==> config.mk <==
export PLATFORM = sky130hd
export DESIGN_NAME = i2s_master_tx
export DESIGN_NICKNAME = d
export VERILOG_FILES = /design/src/rtl/i2s_master_tx.sv
export SDC_FILE = /design/constraint.sdc
export NUM_CORES = 1
export LEC_CHECK = 0
export CELL_PAD_IN_SITES_DETAIL_PLACEMENT = 2
export CELL_PAD_IN_SITES_GLOBAL_PLACEMENT = 2
export CORE_AREA = 4 4 123 125
export DETAILED_ROUTE_END_ITERATION = 7
export DIE_AREA = 0 0 127 129
export GPL_ROUTABILITY_DRIVEN = 0
export HOLD_SLACK_MARGIN = 0.15
export PLACE_DENSITY = 0.79
export RECOVER_POWER = 50
export REMOVE_ABC_BUFFERS = 1
export SLEW_MARGIN = 20
export SYNTH_ARGS = -nofsm -noshare
export SYNTH_HDL_FRONTEND = slang
export SYNTH_SLANG_ARGS = --single-unit
==> constraint.sdc <==
create_clock -name clk -period 5.2 [get_ports clk]
set_clock_uncertainty 0.2 [all_clocks]
set_input_delay 1.04 -clock clk [delete_from_list [all_inputs] [get_ports clk]]
set_output_delay 1.04 -clock clk [all_outputs]
set_load 0.02 [all_outputs]
==> src/rtl/i2s_master_tx.sv <==
// I2S bus master / transmitter.
// Generates the bit clock and word select from clk and shifts 24-bit left/right
// samples out MSB first, one bit after each word-select edge. Samples are taken
// through a one-entry staging buffer. The current frame is always finished before
// the bus goes idle.
module i2s_master_tx #(
    parameter int CLK_DIV   = 32,   // clk cycles per sclk period (even, >= 4)
    parameter int SLOT_BITS = 32,   // sclk bits per channel slot
    parameter int DATA_W    = 24    // sample width, <= SLOT_BITS-1
) (
    input  logic              clk,
    input  logic              rst_n,
    input  logic              en,
    input  logic [DATA_W-1:0] lft_in,
    input  logic [DATA_W-1:0] rght_in,
    input  logic              smpl_vld,
    output logic              smpl_rdy,
    output logic              I2S_sclk,
    output logic              I2S_ws,
    output logic              I2S_data,
    output logic              frm_start,
    output logic              underrun
);

    localparam int CW = $clog2(CLK_DIV);
    localparam int BW = $clog2(2 * SLOT_BITS);

    localparam logic [CW-1:0] CNT_LAST = CW'(CLK_DIV - 1);
    localparam logic [CW-1:0] CNT_HALF = CW'(CLK_DIV / 2);
    localparam logic [CW-1:0] CNT_ONE  = CW'(1);
    localparam logic [BW-1:0] B_LAST   = BW'(2 * SLOT_BITS - 1);
    localparam logic [BW-1:0] B_ONE    = BW'(1);
    localparam logic [BW-1:0] SLOT_B   = BW'(SLOT_BITS);
    localparam logic [BW-1:0] DW_B     = BW'(DATA_W);

    localparam logic [1:0] ST_IDLE  = 2'd0;
    localparam logic [1:0] ST_RUN   = 2'd1;
    localparam logic [1:0] ST_DRAIN = 2'd2;

    logic [1:0]        state_q, state_d;
    logic [CW-1:0]     cnt_q, cnt_d;
    logic [BW-1:0]     b_q, b_d;
    logic              sclk_q, sclk_d;
    logic              ws_q, ws_d;
    logic              data_q, data_d;
    logic              frm_start_q, frm_start_d;
    logic              underrun_q, underrun_d;
    logic              stage_full_q, stage_full_d;
    logic [DATA_W-1:0] stage_l_q, stage_l_d, stage_r_q, stage_r_d;
    logic [DATA_W-1:0] frame_l_q, frame_l_d, frame_r_q, frame_r_d;

    logic              wrap;          // falling-edge event F while running
    logic              boundary;      // F that closes bit 2*SLOT_BITS-1
    logic              frame_start;   // F that opens a new frame (b -> 0)
    logic              stop;          // frame closed with en low: go idle
    logic              accept;
    logic [BW-1:0]     p_idx;
    logic [BW-1:0]     i_idx;
    logic              slot_right;
    logic [DATA_W-1:0] word_sel;
    logic [DATA_W-1:0] word_shl;

    assign smpl_rdy  = !stage_full_q;
    assign I2S_sclk  = sclk_q;
    assign I2S_ws    = ws_q;
    assign I2S_data  = data_q;
    assign frm_start = frm_start_q;
    assign underrun  = underrun_q;

    // Next-state logic: divider, bit counter, FSM, serializer and staging buffer.
    always_comb begin
        state_d      = state_q;
        cnt_d        = cnt_q;
        b_d          = b_q;
        sclk_d       = 1'b0;
        ws_d         = ws_q;
        data_d       = data_q;
        frm_start_d  = 1'b0;
        underrun_d   = 1'b0;
        stage_full_d = stage_full_q;
        stage_l_d    = stage_l_q;
        stage_r_d    = stage_r_q;
        frame_l_d    = frame_l_q;
        frame_r_d    = frame_r_q;
        p_idx        = '0;
        i_idx        = '0;
        slot_right   = 1'b0;
        word_sel     = '0;
        word_shl     = '0;

        wrap        = (state_q != ST_IDLE) && (cnt_q == CNT_LAST);
        boundary    = wrap && (b_q == B_LAST);
        stop        = boundary && !en;
        frame_start = ((state_q == ST_IDLE) && en) || (boundary && en);
        accept      = smpl_vld && !stage_full_q;

        case (state_q)
            ST_IDLE:  state_d = en ? ST_RUN : ST_IDLE;
            ST_RUN:   state_d = stop ? ST_IDLE : (en ? ST_RUN : ST_DRAIN);
            ST_DRAIN: state_d = stop ? ST_IDLE : (en ? ST_RUN : ST_DRAIN);
            default:  state_d = ST_IDLE;
        endcase

        // Counters restart from zero both when leaving IDLE and at every wrap.
        if (state_q == ST_IDLE || wrap) begin
            cnt_d = '0;
        end else begin
            cnt_d = cnt_q + CNT_ONE;
        end

        if (state_q == ST_IDLE || state_d == ST_IDLE) begin
            b_d = '0;
        end else if (wrap) begin
            b_d = (b_q == B_LAST) ? '0 : b_q + B_ONE;
        end

        sclk_d = (state_d != ST_IDLE) && (cnt_d >= CNT_HALF);

        // Data lags ws by one bit: the bit shown at b belongs to position b-1.
        p_idx      = (b_d == '0) ? B_LAST : b_d - B_ONE;
        slot_right = (p_idx >= SLOT_B);
        i_idx      = slot_right ? p_idx - SLOT_B : p_idx;
        word_sel   = slot_right ? frame_r_q : frame_l_q;
        word_shl   = word_sel << i_idx;

        if (state_d == ST_IDLE) begin
            ws_d   = 1'b1;
            data_d = 1'b0;
        end else if (frame_start || wrap) begin
            ws_d   = (b_d >= SLOT_B);
            data_d = (i_idx < DW_B) ? word_shl[DATA_W-1] : 1'b0;
        end

        // Frame start consumes a full buffer, or repeats the last frame on underrun.
        if (frame_start) begin
            frm_start_d = 1'b1;
            if (stage_full_q) begin
                frame_l_d    = stage_l_q;
                frame_r_d    = stage_r_q;
                stage_full_d = 1'b0;
            end else begin
                underrun_d = 1'b1;
            end
        end

        // Accept only into an empty buffer, so accept and consume never coincide.
        if (accept) begin
            stage_l_d    = lft_in;
            stage_r_d    = rght_in;
            stage_full_d = 1'b1;
        end
    end

    // State registers with asynchronous active-low reset.
    always_ff @(posedge clk or negedge rst_n) begin
        if (!rst_n) begin
            state_q      <= ST_IDLE;
            cnt_q        <= '0;
            b_q          <= '0;
            sclk_q       <= 1'b0;
            ws_q         <= 1'b1;
            data_q       <= 1'b0;
            frm_start_q  <= 1'b0;
            underrun_q   <= 1'b0;
            stage_full_q <= 1'b0;
            stage_l_q    <= '0;
            stage_r_q    <= '0;
            frame_l_q    <= '0;
            frame_r_q    <= '0;
        end else begin
            state_q      <= state_d;
            cnt_q        <= cnt_d;
            b_q          <= b_d;
            sclk_q       <= sclk_d;
            ws_q         <= ws_d;
            data_q       <= data_d;
            frm_start_q  <= frm_start_d;
            underrun_q   <= underrun_d;
            stage_full_q <= stage_full_d;
            stage_l_q    <= stage_l_d;
            stage_r_q    <= stage_r_d;
            frame_l_q    <= frame_l_d;
            frame_r_q    <= frame_r_d;
        end
    end

endmodule
Fig. 1: run 1, track usage over the die
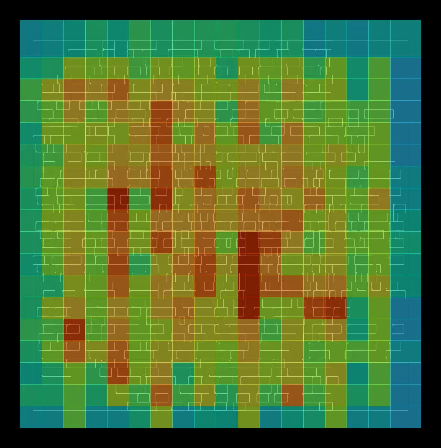
routing usage on met1: 0.219
met3 usage in global routing: 0.0436
WL/cell: 20.8 um
peak-usage layer in the global routing report: met2

Fig. 2: run 1, placed cells, one color a class
The bar under the picture is 50 um long.
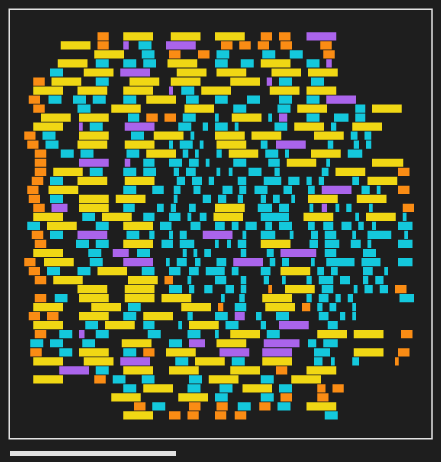
yellow -> sequential cells  # cells 115
purple -> clock drivers and dummy loads  # cells 32
cyan -> combinational and other logic  # cells 282
orange -> remaining buffers and delay cells  # cells 62
proportion of cell area occupied by registers: 0.429
total non-filler cell area in the finished layout: 6700 um^2
standard-cell row count: 43

Fig. 3: run 1, gate families picked out
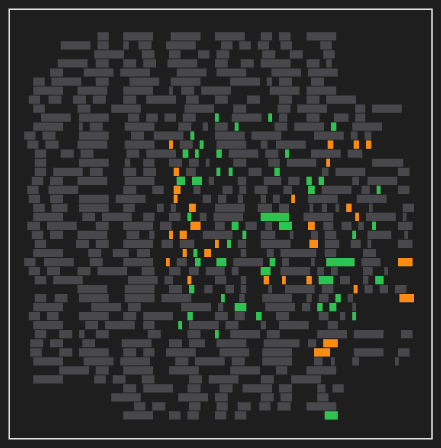
green -> nand cells  # cells 47, most used nand2_1
orange -> nor cells  # cells 30, most used nor2_1
dominant logic cell type in the layout: sky130_fd_sc_hd__dfrtp_1
logic gate fraction of the total cell area: 0.354
post-layout instance count excluding filler cells: 671

==> git commit body, run 1 <==
Add synthesis and place-and-route results

- Run status: finished, violations left
* Failing checks: capacitance limit, slew limit
* Floorplan die height: 129 um
* AND/OR/NAND/NOR Cells, Area Fraction: 0.103
- The placed instances occupy a cell area of 6130 um^2.
- Crit path kind: reg2reg
* Via/cell ratio: 5.35
- Share of layout cells above drive strength 1: 0.316
- Primary FF master, synth: sky130_fd_sc_hd__dfrtp_1
- Per the run summary, max-cap violations total 2.
* Min-delay src: cnt_q[0]$_DFF_PN0_
- The share of synthesized area in the top cell type comes to 0.528.
- AND-OR/OR-AND share of the synthesized area: 0.0718
- Total power for the finished layout comes to 3730 uW.
- Setup repair after global routing left no endpoint under its margin.
- Fraction of power spent switching nets: 0.297
* Layout multi-input combinational cell count: 269
- Pins over their slew limit in the final report were tallied at 67.
- Critical Path Sink Type: register
- Share of power burned in combinational logic: 0.265
- Arithmetic-cell share of the synthesized area counting full adders, half adders and majority gates: 0.0162
- Per the timing report, the most critical flop-to-flop path finishes at I2S_data$_DFFE_PN0P_.
- Number of warnings in the stage logs: 27
==> run 1: worst max-delay path: stages, from the launching register on <==
cell	delay, ns
sky130_fd_sc_hd__dfrtp_1	0.37
sky130_fd_sc_hd__ha_1	0.19
sky130_fd_sc_hd__and3_1	0.16
sky130_fd_sc_hd__ha_1	0.43
sky130_fd_sc_hd__nand4b_4	0.22
sky130_fd_sc_hd__o21ai_4	0.27
sky130_fd_sc_hd__inv_2	0.08
sky130_fd_sc_hd__nor2_1	0.13
sky130_fd_sc_hd__or3_1	0.19
sky130_fd_sc_hd__ha_1	0.28
sky130_fd_sc_hd__inv_1	0.11
sky130_fd_sc_hd__o221ai_2	0.23
sky130_fd_sc_hd__and3_1	0.55
sky130_fd_sc_hd__mux2i_1	0.28
sky130_fd_sc_hd__nor2_1	0.06
sky130_fd_sc_hd__nor4_1	0.30
sky130_fd_sc_hd__nor4b_1	0.09
sky130_fd_sc_hd__or3_1	0.37
==> run 1: per-stage QoR <==
stage	hold WS, ns	std cells	setup slack [ns]	utilization
after global placement	0.248	639	0.495	0.442
after floorplan	0.230	397	1.22	-
after CTS	0.266	671	0.529	0.483
after detailed placement	0.258	639	0.293	0.442
after global routing	0.291	671	0.112	0.483
final	0.265	671	0.565	0.483
==> run 1: sequential cells by signal, indices dropped and copies added (netlist names), 2 cells and up <==
register / count
cnt_q: 5
frame_l_q: 24
state_q: 2
frame_r_q: 24
b_q: 6
stage_r_q: 24
stage_l_q: 24
==> run 1: power by group through the flow <==
stage	clock (uW)	sequential [uW]	combinational (uW)
2_1_floorplan	0	1470	759
3_3_place_gp	0	1570	926
3_5_place_dp	0	1600	996
4_1_cts	1170	1600	1020
5_1_grt	1230	1640	1090
6_report	1150	1590	990
Fig. 4: run 1, register map, names as in the netlist
The bar under the picture is 50 um long. Other sequential cells in the stronger gray, the rest of the logic in the fainter gray.
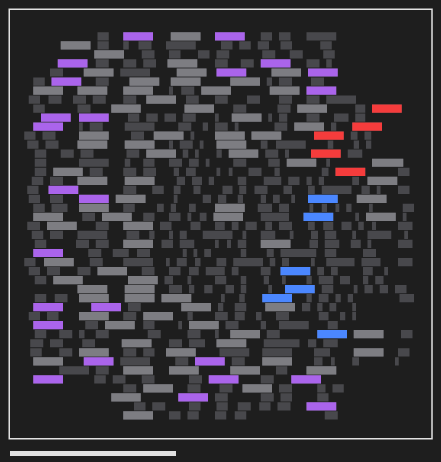

==> run 1 -> run 2 <==
Settings changed: CELL_PAD_IN_SITES_DETAIL_PLACEMENT 2 to 0, CORE_AREA 4 4 123 125 to 4 4 119 121, DIE_AREA 0 0 127 129 to 0 0 123 125, PLACE_DENSITY 0.79 to 0.84.
Clock period 5.2 ns to 5.53 ns, I/O delays scaled along.
Fig. 5: run 2, register map, names as in the netlist
The bar under the picture is 20 um long. Other sequential cells in the stronger gray, the rest of the logic in the fainter gray.
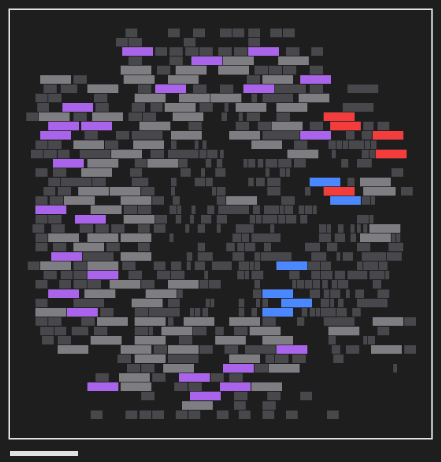
red -> `cnt_q`  # sequential cells 5
blue -> `b_q`  # sequential cells 6
purple -> `stage_l_q`  # sequential cells 24
power in sequential cells: 1460 uW
Layout Utilization: 0.507

==> run 2 against run 1 <==
Effect of this change: the flow still finishes with violations (capacitance limit, slew limit); die area decreased by 6.2%; sequential cell count unchanged; first-iteration DRC count decreased by 18%; maximum frequency decreased by 0.97%; sequential share of layout area increased by 0.41 points; critical endpoint unchanged.
==> git commit body, run 2 <==
Add synthesis and place-and-route results

* Run status: finished, violations left
- The final reports fail on capacitance limit, slew limit.
* P_comb: 878 uW
- Antenna cell count: 0
* Cell Chain, Critical Path: ha_1 > and3_1 > ha_1 > nand4b_1 > o21ai_4 > inv_2 > nor2_1 > or3_1 > ha_1 > inv_1 > o221ai_2 > and3_1 > mux2i_1 > nor2_1 > nor4_1 > nor4b_1 > or3_1
- Min-delay src: cnt_q[0]$_DFF_PN0_
- Dominant cell area share: 0.528
- According to the timing report, the data required time at the worst endpoint equals 5.61 ns.
- Filler Cell Count: 1,182
- Looking at the gate-level netlist, the highest instance count belongs to sky130_fd_sc_hd__dfrtp_1.
* Number of enable-type register cells in the synthesized netlist: 0
- In the synthesized netlist, the number of instances is 418.
* Most repeated library cell on the critical path: sky130_fd_sc_hd__ha_1
- The final timing report lists a max-slew violation count of 62.
* Peak supply drop: 233 uV
- Dominant logic cell type in the layout: sky130_fd_sc_hd__dfrtp_1
- The vertical die dimension reported for this design is 125 um.
- Fraction of power spent switching nets: 0.281
* Maximum clock frequency: 214 MHz
* Most frequent cells after synthesis: 114 x sky130_fd_sc_hd__dfrtp_1, 100 x sky130_fd_sc_hd__mux2_2, 21 x sky130_fd_sc_hd__nand2_1
* CTS tree: done
* Group with the largest share of power: registers
* Arrival time at the worst endpoint: 4.76 ns
* WL/cell: 16.1 um
- Count of buffering cells on the critical path with inverters included: 2
* Critical Path Sink Type: register
* Summed negative setup slack over all endpoints: 0 ns
- The floorplan has 42 rows.
- Among cell families on the critical path, the largest total delay comes from simple AND/OR/NAND/NOR gates.
- Critical Path Stages: 17
* Crit path kind: reg2reg
- Per the run summary, max-cap violations total 1.
- Setup repair after global routing missed its margin: false
* Library cell contributing the largest single delay on the critical path: sky130_fd_sc_hd__and3_1
- Number of top-level design ports: 58
* Endpoint of the most critical register-to-register path: I2S_data$_DFFE_PN0P_
- The timing report gives the biggest stage delay along the critical path as 0.56 ns.
- The tool warning count for the run is 27.
- The flow reports power dissipated in the clock network as 1010 uW.
- Primary FF master, synth: sky130_fd_sc_hd__dfrtp_1
- Total of warnings raised by yosys: 0
* Largest buffer count on any clock path: 2
- Via/cell ratio: 5.21
- Share of layout cells above drive strength 1: 0.310
Fig. 6: run 2, gate families picked out
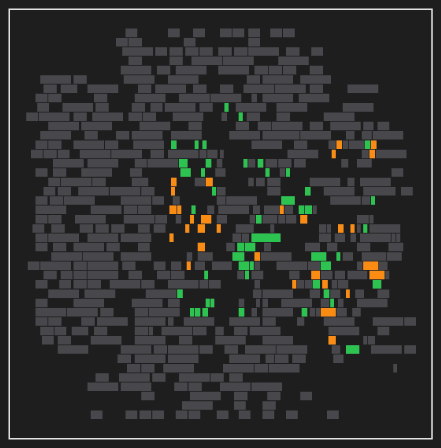
post-layout instance count excluding filler cells: 663
logic gate fraction of the total cell area: 0.354

## run 2: stage by stage
step | area (um^2) | setup slack (ns) | hold WS (ns) | instances | power [uW]
floorplan | 5290 | 1.53 | 0.230 | 397 | 2100
global placement | 6110 | 0.770 | 0.250 | 633 | 2340
detailed placement | 6110 | 0.679 | 0.264 | 633 | 2380
CTS | 6660 | 0.988 | 0.275 | 663 | 3410
global route | 6640 | 0.433 | 0.290 | 663 | 3570
finish | 6640 | 0.850 | 0.274 | 663 | 3350
## run 2: metal layers
metal  GRT usage  wire, um
met1       0.207      5010
met2       0.232      5120
met3      0.0524       450
met4      0.0547       128
met5           0         0
## run 2: how the worst max path moves through the flow
| stage | slack [ns] | to |
|---|---|---|
| global placement | 0.77 | I2S_data$_DFFE_PN0P_ |
| CTS | 0.99 | I2S_data$_DFFE_PN0P_ |
| finish | 0.85 | I2S_data$_DFFE_PN0P_ |
| detailed placement | 0.68 | I2S_data$_DFFE_PN0P_ |
| global route | 0.43 | I2S_data$_DFFE_PN0P_ |
| floorplan | 1.53 | stage_l_q[0]$_DFFE_PN0P_ |
## run 2: kinds of logic (layout without fill, tap and decap cells)
family,count (synthesis),in the layout,synth area share
buffers and inverters,34,103,0.0308
flip-flops,115,115,0.533
adder cells (fa/ha/maj),7,7,0.0162
AND-OR/OR-AND,50,50,0.0718
multiplexers,114,114,0.234
XOR/XNOR,6,6,0.0111
AND/OR/NAND/NOR,92,92,0.103
## run 2: final cells by class
type,count,share of cell area
flip-flops and latches,115,0.434
multi-input cells,269,0.354
repair buffers,60,0.0884
clock buffers,21,0.0708
well taps,176,0.0332
clock inverters,9,0.0124
inverters,13,0.00754
Power and IR drop assume default switching activity.
